[src/rtl/bird_bus_if.sv]
// bird CPU bus bundle: address, write data, write strobe, read data.
// The CPU drives the request side; the bridge returns data the same cycle.
interface bird_bus_if;
  logic [15:0] cpu_address;
  logic [15:0] cpu_wdata;
  logic        cpu_memwt;
  logic [15:0] cpu_rdata;

  modport master (
    output cpu_address,
    output cpu_wdata,
    output cpu_memwt,
    input  cpu_rdata
  );

  modport slave (
    input  cpu_address,
    input  cpu_wdata,
    input  cpu_memwt,
    output cpu_rdata
  );
endinterface

[src/rtl/bird_io_bridge.sv]
// Memory/IO bridge for the bird CPU: 4K-word RAM window plus
// RX/TX byte FIFOs, sticky status bits and a prescaled 16-bit timer.
module bird_io_bridge #(
  parameter int RX_DEPTH = 4,
  parameter int TX_DEPTH = 4,
  parameter int PRESCALE = 50000
) (
  input  logic        clk,
  input  logic        rst,
  bird_bus_if.slave   bus,
  output logic [11:0] mem_address,
  output logic [15:0] mem_wdata,
  output logic        mem_we,
  input  logic [15:0] mem_rdata,
  input  logic        rx_strobe,
  input  logic [7:0]  rx_byte,
  output logic        tx_valid,
  output logic [7:0]  tx_byte,
  input  logic        tx_ready
);
  localparam int RXA = $clog2(RX_DEPTH);
  localparam int TXA = $clog2(TX_DEPTH);
  localparam int PW  = (PRESCALE > 1) ? $clog2(PRESCALE) : 1;
  localparam logic [RXA:0]  RX_FULL = (RXA+1)'(RX_DEPTH);
  localparam logic [TXA:0]  TX_FULL = (TXA+1)'(TX_DEPTH);
  localparam logic [PW-1:0] PS_MAX  = PW'(PRESCALE - 1);

  logic [7:0]     rx_mem_q [RX_DEPTH];
  logic [RXA-1:0] rx_wp_q, rx_wp_d, rx_rp_q, rx_rp_d;
  logic [RXA:0]   rx_cnt_q, rx_cnt_d;
  logic [7:0]     tx_mem_q [TX_DEPTH];
  logic [TXA-1:0] tx_wp_q, tx_wp_d, tx_rp_q, tx_rp_d;
  logic [TXA:0]   tx_cnt_q, tx_cnt_d;
  logic           rx_ovf_q, rx_ovf_d;
  logic           tx_drop_q, tx_drop_d;
  logic           tmr_wrap_q, tmr_wrap_d;
  logic [15:0]    tmr_q, tmr_d;
  logic [PW-1:0]  pre_q, pre_d;

  logic ram_hit, st_hit, rxd_hit, txd_hit, tmr_hit;
  logic rx_full, rx_nempty, rx_pop, rx_push, rx_ovf_set;
  logic tx_full, tx_pop, tx_req, tx_push, tx_drop_set;
  logic st_wr, tmr_wr, tmr_tc, tmr_wrap_set;

  assign ram_hit = bus.cpu_address[15:12] == 4'h0;
  assign st_hit  = bus.cpu_address == 16'hF000;
  assign rxd_hit = bus.cpu_address == 16'hF001;
  assign txd_hit = bus.cpu_address == 16'hF002;
  assign tmr_hit = bus.cpu_address == 16'hF003;

  assign mem_address = bus.cpu_address[11:0];
  assign mem_wdata   = bus.cpu_wdata;
  assign mem_we      = bus.cpu_memwt && ram_hit;

  // A read of RXDATA consumes the head; a full FIFO can still
  // accept a byte when it is popped in the same cycle.
  assign rx_full    = rx_cnt_q == RX_FULL;
  assign rx_nempty  = rx_cnt_q != '0;
  assign rx_pop     = rxd_hit && !bus.cpu_memwt && rx_nempty;
  assign rx_push    = rx_strobe && (!rx_full || rx_pop);
  assign rx_ovf_set = rx_strobe && rx_full && !rx_pop;

  assign tx_full     = tx_cnt_q == TX_FULL;
  assign tx_valid    = tx_cnt_q != '0;
  assign tx_byte     = tx_valid ? tx_mem_q[tx_rp_q] : 8'h00;
  assign tx_pop      = tx_valid && tx_ready;
  assign tx_req      = bus.cpu_memwt && txd_hit;
  assign tx_push     = tx_req && (!tx_full || tx_pop);
  assign tx_drop_set = tx_req && tx_full && !tx_pop;

  assign st_wr        = bus.cpu_memwt && st_hit;
  assign tmr_wr       = bus.cpu_memwt && tmr_hit;
  assign tmr_tc       = pre_q == PS_MAX;
  assign tmr_wrap_set = !tmr_wr && tmr_tc && (tmr_q == 16'hFFFF);

  // Read mux returned to the CPU in the same cycle.
  always_comb begin
    bus.cpu_rdata = 16'h0000;
    unique case (1'b1)
      ram_hit: bus.cpu_rdata = mem_rdata;
      st_hit:  bus.cpu_rdata = {12'h000, tmr_wrap_q, tx_drop_q,
                                rx_ovf_q, rx_nempty};
      rxd_hit: bus.cpu_rdata = rx_nempty ?
                 {8'h00, rx_mem_q[rx_rp_q]} : 16'h0000;
      txd_hit: bus.cpu_rdata = 16'(tx_cnt_q);
      tmr_hit: bus.cpu_rdata = tmr_q;
      default: bus.cpu_rdata = 16'h0000;
    endcase
  end

  // FIFO pointer and occupancy next-state.
  always_comb begin
    rx_wp_d  = rx_wp_q;
    rx_rp_d  = rx_rp_q;
    rx_cnt_d = rx_cnt_q;
    tx_wp_d  = tx_wp_q;
    tx_rp_d  = tx_rp_q;
    tx_cnt_d = tx_cnt_q;
    if (rx_push) rx_wp_d = rx_wp_q + 1'b1;
    if (rx_pop)  rx_rp_d = rx_rp_q + 1'b1;
    if (rx_push && !rx_pop) rx_cnt_d = rx_cnt_q + 1'b1;
    if (!rx_push && rx_pop) rx_cnt_d = rx_cnt_q - 1'b1;
    if (tx_push) tx_wp_d = tx_wp_q + 1'b1;
    if (tx_pop)  tx_rp_d = tx_rp_q + 1'b1;
    if (tx_push && !tx_pop) tx_cnt_d = tx_cnt_q + 1'b1;
    if (!tx_push && tx_pop) tx_cnt_d = tx_cnt_q - 1'b1;
  end

  // Sticky status and timer next-state; set events beat clears.
  always_comb begin
    rx_ovf_d   = (rx_ovf_q && !(st_wr && bus.cpu_wdata[1]))
                 || rx_ovf_set;
    tx_drop_d  = (tx_drop_q && !(st_wr && bus.cpu_wdata[2]))
                 || tx_drop_set;
    tmr_wrap_d = (tmr_wrap_q && !(st_wr && bus.cpu_wdata[3]))
                 || tmr_wrap_set;
    tmr_d = tmr_q;
    pre_d = pre_q + 1'b1;
    if (tmr_wr) begin
      tmr_d = bus.cpu_wdata;
      pre_d = '0;
    end else if (tmr_tc) begin
      tmr_d = tmr_q + 16'h0001;
      pre_d = '0;
    end
  end

  // FIFO storage; contents need no reset since occupancy gates them.
  always_ff @(posedge clk) begin
    if (rx_push) rx_mem_q[rx_wp_q] <= rx_byte;
    if (tx_push) tx_mem_q[tx_wp_q] <= bus.cpu_wdata[7:0];
  end

  // Control state register with synchronous reset.
  always_ff @(posedge clk) begin
    if (rst) begin
      rx_wp_q    <= '0;
      rx_rp_q    <= '0;
      rx_cnt_q   <= '0;
      tx_wp_q    <= '0;
      tx_rp_q    <= '0;
      tx_cnt_q   <= '0;
      rx_ovf_q   <= 1'b0;
      tx_drop_q  <= 1'b0;
      tmr_wrap_q <= 1'b0;
      tmr_q      <= 16'h0000;
      pre_q      <= '0;
    end else begin
      rx_wp_q    <= rx_wp_d;
      rx_rp_q    <= rx_rp_d;
      rx_cnt_q   <= rx_cnt_d;
      tx_wp_q    <= tx_wp_d;
      tx_rp_q    <= tx_rp_d;
      tx_cnt_q   <= tx_cnt_d;
      rx_ovf_q   <= rx_ovf_d;
      tx_drop_q  <= tx_drop_d;
      tmr_wrap_q <= tmr_wrap_d;
      tmr_q      <= tmr_d;
      pre_q      <= pre_d;
    end
  end
endmodule

[src/flat_wrapper.sv]
// flat-port wrapper written by rule: the top's interface ports become plain ports
module bird_io_bridge_flat 
#(
  parameter int RX_DEPTH = 4,
  parameter int TX_DEPTH = 4,
  parameter int PRESCALE = 50000
)
  (clk, rst, mem_address, mem_wdata, mem_we, mem_rdata, rx_strobe, rx_byte, tx_valid, tx_byte, tx_ready, bus_cpu_address, bus_cpu_wdata, bus_cpu_memwt, bus_cpu_rdata);
  bird_bus_if bus_i ();
  input  logic clk;
  input  logic rst;
  output logic [11:0] mem_address;
  output logic [15:0] mem_wdata;
  output logic mem_we;
  input  logic [15:0] mem_rdata;
  input  logic rx_strobe;
  input  logic [7:0] rx_byte;
  output logic tx_valid;
  output logic [7:0] tx_byte;
  input  logic tx_ready;
  input wire logic [$bits(bus_i.cpu_address)-1:0] bus_cpu_address;
  input wire logic [$bits(bus_i.cpu_wdata)-1:0] bus_cpu_wdata;
  input wire logic [$bits(bus_i.cpu_memwt)-1:0] bus_cpu_memwt;
  output wire logic [$bits(bus_i.cpu_rdata)-1:0] bus_cpu_rdata;
  assign bus_i.cpu_address = bus_cpu_address;
  assign bus_i.cpu_wdata = bus_cpu_wdata;
  assign bus_i.cpu_memwt = bus_cpu_memwt;
  assign bus_cpu_rdata = bus_i.cpu_rdata;
  bird_io_bridge #(.RX_DEPTH(RX_DEPTH), .TX_DEPTH(TX_DEPTH), .PRESCALE(PRESCALE)) u_core (.clk(clk), .rst(rst), .bus(bus_i), .mem_address(mem_address), .mem_wdata(mem_wdata), .mem_we(mem_we), .mem_rdata(mem_rdata), .rx_strobe(rx_strobe), .rx_byte(rx_byte), .tx_valid(tx_valid), .tx_byte(tx_byte), .tx_ready(tx_ready));
endmodule
[config.mk]
export PLATFORM = sky130hd
export DESIGN_NAME = bird_io_bridge_flat
export DESIGN_NICKNAME = d
export VERILOG_FILES = /design/src/rtl/bird_bus_if.sv /design/src/rtl/bird_io_bridge.sv /design/src/flat_wrapper.sv
export SDC_FILE = /design/constraint.sdc
export NUM_CORES = 1
export LEC_CHECK = 0
export CORE_AREA = 2 2 106 108
export CTS_BUF_LIST = sky130_fd_sc_hd__clkbuf_2
export DETAILED_ROUTE_END_ITERATION = 10
export DIE_AREA = 0 0 108 110
export PLACE_DENSITY = 0.8
export SYNTH_ARGS = -nofsm -noshare
export SYNTH_HDL_FRONTEND = slang
export SYNTH_SLANG_ARGS = --single-unit
[constraint.sdc]
create_clock -name clk -period 7 [get_ports clk]
set_input_delay 1.75 -clock clk [delete_from_list [all_inputs] [get_ports clk]]
set_output_delay 1.75 -clock clk [all_outputs]
set_load 0.02 [all_outputs]
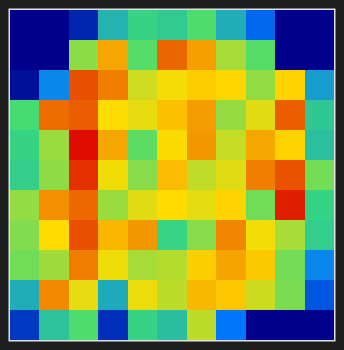
Fig. 1. Local utilization.
Drawn at 3 px/um. The die is cut into 11 by 11 equal tiles; dark blue is low, red is high, 0 to 100% covered.
mean over tiles	58%
tiles over 75% full	32%
nearly empty tiles	9.1%
fullest tile	99%
core box area: 10,700 um^2
effective utilization at floorplan: 53.74%

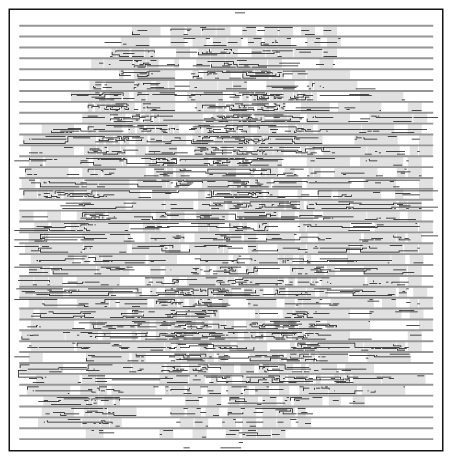
Fig. 2. The metal 1 layer.
Drawn at 4 px/um. Supply wires on this layer in gray. Cells faint in the background.
main direction	horizontal
nets with wire on the layer	600
share of all routed wire	41%
longest straight run	29.9 um
wire length on this layer	5,280 um
final wirelength: 12.93 mm
Global Route met1 Usage: 28.58%
vias after detailed routing: 4,196

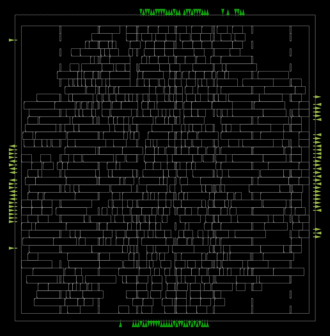
Fig. 3. Placed standard cells.
tapcells inserted: 140
flop count: 117
count of non-filler cells in the finished layout: 742
flop share of the area: 42.22%
core occupancy in the finished layout: 66.04%

==> CHANGELOG.md <==
### Changed

- Highest net fanout along the worst path: 12
- Run status: finished clean
- Post-Place Cell Area: 6792 um^2
- Comb area: 2384 um^2
- RSZ-0062 raised after global routing: false
- Sink Count: 117
- Via count of the first global-routing pass: 4,209
- Area share of the largest cell type after synthesis: 33.43%
- Startpoint class of the critical path: input pin
- Top-count cell post-synth: edfxtp_1
- Fraction of area in non-clock buffers: 16.68%
- Post-synthesis xor/xnor area fraction: 4.723%
- Critical Path AT: 4.58 ns
- Worst slack after detailed placement: 0.6850 ns
- Adder-Cell Fraction of Synth Area: 2.873%
- Post-layout power: 0.001561 W
- Worst-case clock skew: 0.03520 ns
- Worst setup margin: 0.6719 ns
- Vert. Die Dim: 110 um
- Highest achievable clock rate: 0.1580 GHz
- Part of the power in registers: 49.8%
- Number of pins exceeding their max-slew limit in the final report: 0
- DRC: 0
- Global-route wire length before repair: 20.65 mm
- Fin Hold WS: 0.5220 ns
- Comb/total area: 33.74%
- Slack of the worst reg-to-reg path: 4.18 ns
- Simple-gate share of the synthesized area: 18.00%
- Count of hold-fix buffers inserted at cts: 0
Power figures rest on the tool's default switching activity, not on a simulated workload.
